`config.mk`:
```
export PLATFORM = sky130hd
export DESIGN_NAME = spike_queue
export DESIGN_NICKNAME = d
export VERILOG_FILES = /design/src/rtl/spike_pkg.sv /design/src/rtl/spike_queue_mem.sv /design/src/rtl/spike_queue.sv
export SDC_FILE = /design/constraint.sdc
export NUM_CORES = 1
export LEC_CHECK = 0
export CORE_MARGIN = 1.5
export CORE_UTILIZATION = 56
export CTS_BUF_LIST = sky130_fd_sc_hd__clkbuf_4
export DETAILED_ROUTE_END_ITERATION = 16
export PLACE_DENSITY_LB_ADDON = 0.08
export SLEW_MARGIN = 20
export SYNTH_ARGS = -nofsm -noshare
export SYNTH_HDL_FRONTEND = slang
export SYNTH_HIERARCHICAL = 1
export SYNTH_SLANG_ARGS = --single-unit
export TNS_END_PERCENT = 30
```
`constraint.sdc`:
```
create_clock -name clk -period 3.05 [get_ports clk]
set_input_delay 0.61 -clock clk [delete_from_list [all_inputs] [get_ports clk]]
set_output_delay 0.61 -clock clk [all_outputs]
set_load 0.02 [all_outputs]
```
`src/rtl/spike_pkg.sv`:
```
// spike_pkg: shared defaults and clog2 helper for the spike queue.
package spike_pkg;
  localparam int DEF_DEPTH = 8;
  localparam int DEF_TAGBITS = 3;
  localparam int DEF_DROPBITS = 8;
  function automatic int clog2(input int v);
    int r;
    r = 0;
    while ((1 << r) < v) r++;
    return r;
  endfunction
endpackage

```
`src/rtl/spike_queue_mem.sv`:
```
// spike_queue_mem: DEPTH x TAGBITS storage, sync write, async read, no reset.
module spike_queue_mem #(
  parameter int DEPTH = 8,
  parameter int TAGBITS = 3,
  parameter int AW = 3
) (
  input  logic               clk,
  input  logic               we,
  input  logic [AW-1:0]      waddr,
  input  logic [TAGBITS-1:0] wdata,
  input  logic [AW-1:0]      raddr,
  output logic [TAGBITS-1:0] rdata
);
  logic [TAGBITS-1:0] mem [DEPTH];
  always_ff @(posedge clk)
    if (we) mem[waddr] <= wdata;
  assign rdata = mem[raddr];
endmodule

```
`src/rtl/spike_queue.sv`:
```
// spike_queue: circular FIFO of neuron tags with occupancy flags and sticky error stats.
module spike_queue
  import spike_pkg::*;
#(
  parameter int DEPTH = DEF_DEPTH,
  parameter int TAGBITS = DEF_TAGBITS,
  parameter int AF_LEVEL = DEPTH - 2,
  parameter int DROPBITS = DEF_DROPBITS
) (
  input  logic                 clk,
  input  logic                 asyn_reset_n,
  input  logic                 enq,
  input  logic                 deq,
  input  logic [TAGBITS-1:0]   in_tag,
  input  logic                 flush,
  input  logic                 clr_stat,
  output logic [TAGBITS-1:0]   out_tag,
  output logic                 full,
  output logic                 empty,
  output logic                 almost_full,
  output logic [clog2(DEPTH):0] count,
  output logic                 overflow,
  output logic                 underflow,
  output logic [DROPBITS-1:0]  drop_count
);
  localparam int AW = clog2(DEPTH);
  localparam int CW = AW + 1;
  logic [AW-1:0] rd_ptr, wr_ptr;
  logic [TAGBITS-1:0] rd_data;
  logic push_ok, pop_ok, ovf_ev, unf_ev;
  logic [DROPBITS-1:0] drop_inc;
  assign full = count == CW'(DEPTH);
  assign empty = count == '0;
  assign almost_full = count >= CW'(AF_LEVEL);
  // A full queue still takes a push when the head leaves in the same cycle
  assign push_ok = enq && (!full || deq) && !flush;
  assign pop_ok = deq && !empty && !flush;
  assign ovf_ev = enq && !deq && full && !flush;
  assign unf_ev = deq && !enq && empty && !flush;
  assign drop_inc = &drop_count ? drop_count : drop_count + 1'b1;
  assign out_tag = empty ? '0 : rd_data;
  spike_queue_mem #(.DEPTH(DEPTH), .TAGBITS(TAGBITS), .AW(AW)) u_mem (
    .clk(clk),
    .we(push_ok),
    .waddr(wr_ptr),
    .wdata(in_tag),
    .raddr(rd_ptr),
    .rdata(rd_data)
  );
  always_ff @(posedge clk or negedge asyn_reset_n)
    if (!asyn_reset_n) begin
      rd_ptr <= '0;
      wr_ptr <= '0;
      count <= '0;
    end else if (flush) begin
      rd_ptr <= '0;
      wr_ptr <= '0;
      count <= '0;
    end else begin
      if (push_ok) wr_ptr <= wr_ptr + 1'b1;
      if (pop_ok) rd_ptr <= rd_ptr + 1'b1;
      count <= count + CW'(push_ok) - CW'(pop_ok);
    end
  // A new error event in the same cycle as clr_stat wins over the clear
  always_ff @(posedge clk or negedge asyn_reset_n)
    if (!asyn_reset_n) begin
      overflow <= 1'b0;
      underflow <= 1'b0;
      drop_count <= '0;
    end else begin
      overflow <= ovf_ev || (overflow && !clr_stat);
      underflow <= unf_ev || (underflow && !clr_stat);
      drop_count <= ovf_ev ? (clr_stat ? DROPBITS'(1) : drop_inc) : clr_stat ? '0 : drop_count;
    end
endmodule

```
Run 1, register map, names as in the netlist:
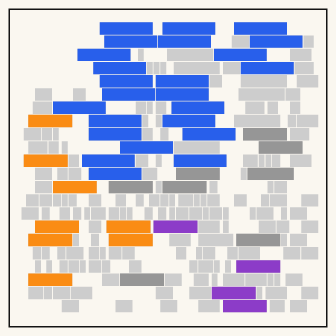
Blue shows `u_mem/mem`, flops 24. Orange shows `drop_count`, flops 8. Purple shows `count`, flops 4, where bottom right.
Another 8 sequential cells are not coloured.

Run 1, congestion heat map:
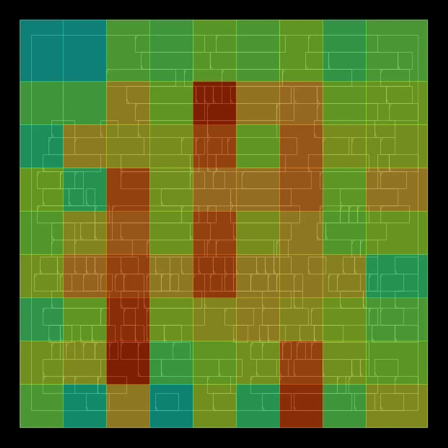
met3 Use GR: 5.556%
fin util: 69.13%

Run 1, zoomed window:
Window x 36 to 61, y 4 to 29 um. Cells in grey, sequential cells in the stronger grey; small squares are vias.
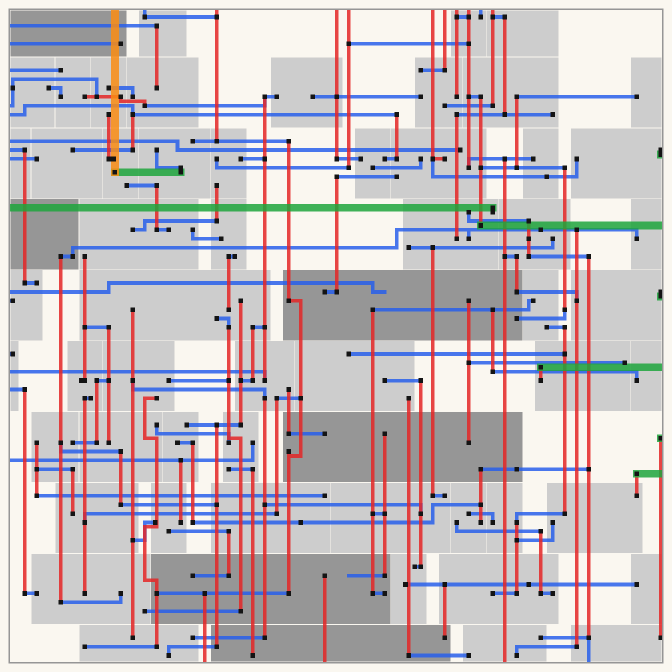
Blue shows metal 1. Green shows metal 3. Orange shows metal 4. Red shows metal 2.
51 logic cells have their middle in the window. Most frequent: inv_1 (7), ha_1 (7). Netlist names of flops here include `count` (3), `underflow` (1). Sequential cells in the window: 4.

==> flow_summary.yaml, run 1 <==
# synthesis and place-and-route metrics
outcome:
  status: "completed"
timing:
  fin_skew_ns: 0.007831
  final_max_slew_viol_count: 0
  maxSlewHeadroom_pct: 39.03
  worst_pin_slew_ns: 0.9117
  fin_crit_sh_pct: 94.46
placement:
  dpl_worst_slack_ns: 0.03303
  place.port_buffers: 28
  place.gp.congestion: 0.8027
  dp_hpwl_um: 3099
  dp.cells: 246
power_and_ir_drop:
  ir_worst_vdd_v: 0.0003019
  power.total_mw: 1.573
  powerDensity_mw_per_mm2: 617.0
  p_comb_share_pct: 36.6
  switching_share_pct: 32.99
  p_seq_share_pct: 46.9
layout:
  nNetsFinal: 225
yosys:
  syn_inst: 171
  yosysUniqueCellTypes: 36
  yosysCellCount: 171
detailed_routing:
  drtAntennaViolNets: 0
  wl_per_cell_um: 16.15
clock_network:
  clk_pin_slew_ns: 0.12
die:
  die_h_um: 64.99
  initCoreUtil_pct: 58.34
  die_area_mm2: 0.004224
  core_mm2: 0.003689
  io_pins: 29
grt:
  grt_pass1_vias: 1454
worst_setup_path:
  cp-start-kind: "flop"
run 1: power groups by stage:
stage                     clock (mW)  combinational, mW  sequential, mW
after floorplan                    0              0.367           0.753
after global placement             0              0.560           0.744
after detailed placement           0              0.585           0.749
after CTS                      0.270              0.585           0.737
after global routing           0.292              0.633           0.747
final                          0.261              0.575           0.737
run 1: cell families after synthesis:
kind of cell | Yosys count | share of synthesized area, %
simple gates | 64 | 14.94
flops | 44 | 56.74
compound gates | 18 | 5.465
buf+inv | 17 | 3.721
mux | 11 | 9.942
fa+ha+maj | 11 | 6.744
xor+xnor | 6 | 2.442
run 1: area by class of cell:
class,instances,area (um^2)
Inverter,11,41.29
Tap cell,48,60.06
Timing Repair Buffer,33,325.3
Sequential cell,44,1222
Fill cell,276,1139
Clock inverter,2,12.51
Clock buffer,5,37.54
Multi-Input combinational cell,110,850.8
run 1: stage by stage:
step / hold WS (ns) / area, um^2
detailed placement: 0.4721 / 2491
CTS: 0.4986 / 2542
global route: 0.5125 / 2550
finish: 0.4924 / 2550
global placement: 0.4698 / 2491
floorplan: 0.3144 / 2152
run 1: state kept, by name, indices dropped and copies added, names as in the netlist:
name        count
count           4
u_mem/mem      24
rd_ptr          3
overflow        1
wr_ptr          3
underflow       1
drop_count      8
run 1: final timing paths:
kind	startpoint	to	slack [ns]	cells after the start
max	count[3]	empty	0.17	5
min	overflow	overflow	0.49	1
max reg2reg	count[3]	count[2]	0.36	11
min reg2reg	overflow	overflow	0.49	1
max in group asynchronous	asyn_reset_n	rd_ptr[0]	1.68	1
min in group asynchronous	asyn_reset_n	count[1]	0.76	1
run 1: cells in the mapped netlist (2+ instances only):
cell type | instances | area [um^2]
edfxtp_1 | 24 | 720.7
dfrtp_1 | 20 | 500.5
nor2_1 | 20 | 75.07
inv_1 | 11 | 41.29
ha_1 | 10 | 125.1
nand2_1 | 10 | 37.54
a21oi_1 | 8 | 40.04
nand3_1 | 8 | 40.04
mux4_1 | 6 | 157.7
mux2_2 | 5 | 56.30
nand2b_1 | 4 | 25.02
nor2b_1 | 4 | 25.02
xor2_1 | 4 | 35.03
and2_1 | 3 | 18.77
clkbuf_1 | 3 | 11.26
nor3_1 | 3 | 15.01
nor4_1 | 3 | 18.77
a21o_1 | 2 | 15.01
buf_6 | 2 | 22.52
o31ai_1 | 2 | 15.01
or2_2 | 2 | 12.51
or4_1 | 2 | 15.01
xnor2_1 | 2 | 17.52
run 1: worst max-delay path, stage by stage (launching register included):
cell and delay (ns):
dfrtp_1 0.42, inv_1 0.11, ha_1 0.15, or3b_2 0.53
inv_1 0.10, clkdlybuf4s50_1 0.60
run 1: what timing repair did:
item	CTS	global route
setup endpoints to repair	3	3
setup buffers	0	0
pin swaps	0	0
gates resized	1	3
run 1: metal layers:
| metal | up-vias | part of all wire [%] | routed length, um | global-route usage, % |
|---|---|---|---|---|
| met2 | 39 | 50 | 2036 | 35.82 |
| met5 | - | 0 | 0 | 0 |
| met3 | 5 | 4.0 | 163 | 5.556 |
| li1 | 685 | - | - | - |
| met1 | 710 | 45 | 1840 | 28.20 |
| met4 | 0 | 1.1 | 45 | 9.043 |
==> run 2, diff against run 1 <==
- GPL_ROUTABILITY_DRIVEN: unset -> 0
Run 2, power grid:
The bar under the picture is 20 um long. Pins as bars on the die edge. Tap cells in grey.
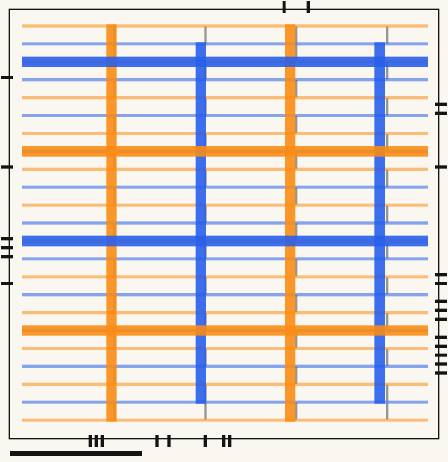
Orange shows VSS. Blue shows VDD.
The core has 22 rows. 29 signal pins sit on the boundary. 48 tap cells. 4 straps on met4.

Run 2, routed metal, one colour a layer:
Only two layers are drawn.
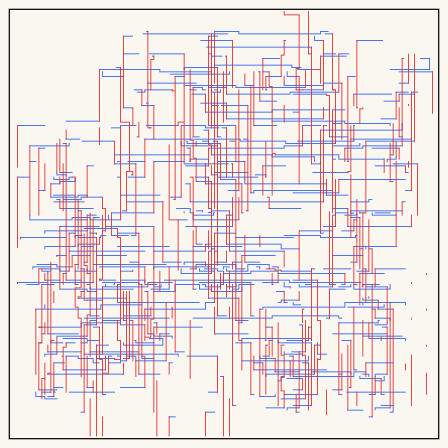
Red shows metal 2, wire length 2040 um. Blue shows metal 1, wire length 1840 um.

==> flow_summary.yaml, run 2 <==
# synthesis and place-and-route metrics
outcome:
  status: "completed"
worst_setup_path:
  cp_cell_sequence: "inv_1 -> ha_1 -> or3b_2 -> inv_1 -> clkdlybuf4s50_1"
  r2r-end: "count[2]"
  crit_path_start: "count[3]"
  worstSetupEndpoint: "empty"
  r2r_setup_slack_ns: 0.36
  reg2reg_depth: 11
timing:
  hold_slack_ns: 0.4924
  fin_crit_sh_pct: 94.46
  worst_pin_slew_ns: 0.9117
  fin_skew_ns: 0.007831
power_and_ir_drop:
  switching_share_pct: 32.99
  ir_worst_vdd_v: 0.0003019
layout:
  fin_area_mm2: 0.002550
  top_register: "u_mem/mem"
  largest_reg_flops: 24
yosys:
  synthTopCellsByArea: "edfxtp_1, dfrtp_1, mux4_1, ha_1, nor2_1"
  top_cell: "edfxtp_1"
  top_cell_area_share_pct: 33.49
die:
  core_mm2: 0.003689
  die_h_um: 64.99
  die_area_mm2: 0.004224
Run 2, register map, names as in the netlist:
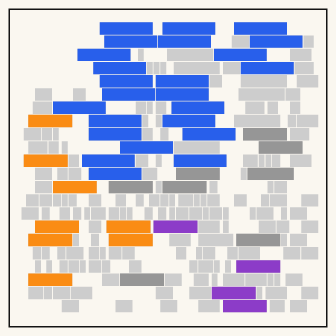
Flop area: 0.001222 mm^2
flop share of the area: 47.94%
Seq. pwr: 0.737 mW

-- run 2: cell counts in the layout (fill, tap and decap cells not counted) --
Identical to the previous run, type by type.
-- run 2: how the worst min path moves through the flow --
stage | from | depth (start not counted) | to | slack [ns]
after floorplan | asyn_reset_n | 0 | count[0] | 0.31
after global placement | overflow | 1 | overflow | 0.47
after CTS | overflow | 1 | overflow | 0.50
final | overflow | 1 | overflow | 0.49
after detailed placement | overflow | 1 | overflow | 0.47
after global routing | overflow | 1 | overflow | 0.51
-- run 2: cells by family after synthesis --
logic type | count (synthesis) | share of synthesized area, %
and+or+nand+nor | 64 | 14.94
DFF | 44 | 56.74
AOI/OAI and AO/OA | 18 | 5.465
buffers and inverters | 17 | 3.721
muxes | 11 | 9.942
adders and majority gates | 11 | 6.744
xor gates and xnor gates | 6 | 2.442
-- run 2: layer usage --
| metal | up-vias | global-route usage (%) | share of wire, % |
|---|---|---|---|
| li1 | 685 | - | - |
| met1 | 710 | 28.20 | 45 |
| met2 | 39 | 35.82 | 50 |
| met3 | 5 | 5.556 | 4.0 |
| met4 | 0 | 9.043 | 1.1 |
| met5 | - | 0 | 0 |
-- run 2: worst max-delay path, delay by kind of cell (launching register included) --
| family | cells | cell delay (ns) |
|---|---|---|
| and+or+nand+nor | 1 | 0.53 |
| buffers and inverters | 3 | 0.81 |
| adders and majority gates | 1 | 0.15 |
| DFF | 1 | 0.42 |
-- run 2: per-stage QoR --
stage	power (mW)	std cells	utilization [%]
after floorplan	1.120	171	-
after global placement	1.304	246	67.54
after global routing	1.672	253	69.13
after CTS	1.593	253	68.93
after detailed placement	1.333	246	67.54
final	1.573	253	69.13
-- run 2: power groups by stage --
stage / logic, mW / registers, mW / clock network, mW
finish: 0.575 / 0.737 / 0.261
floorplan: 0.367 / 0.753 / 0
CTS: 0.585 / 0.737 / 0.270
global placement: 0.560 / 0.744 / 0
global route: 0.633 / 0.747 / 0.292
detailed placement: 0.585 / 0.749 / 0
-- run 2: repair_timing --
item                       4_1_cts  5_1_grt
setup endpoints to repair        3        3
resized                          1        3
hold buffers                     0        0
-- run 2: layout make-up --
class	instances	area share (%)
Clock buffer	5	1.472
Timing Repair Buffer	33	12.76
Tap cell	48	2.355
Sequential cell	44	47.94
Clock inverter	2	0.4907
Inverter	11	1.619
Multi-Input combinational cell	110	33.37
Power is estimated from default activity; no workload was simulated.
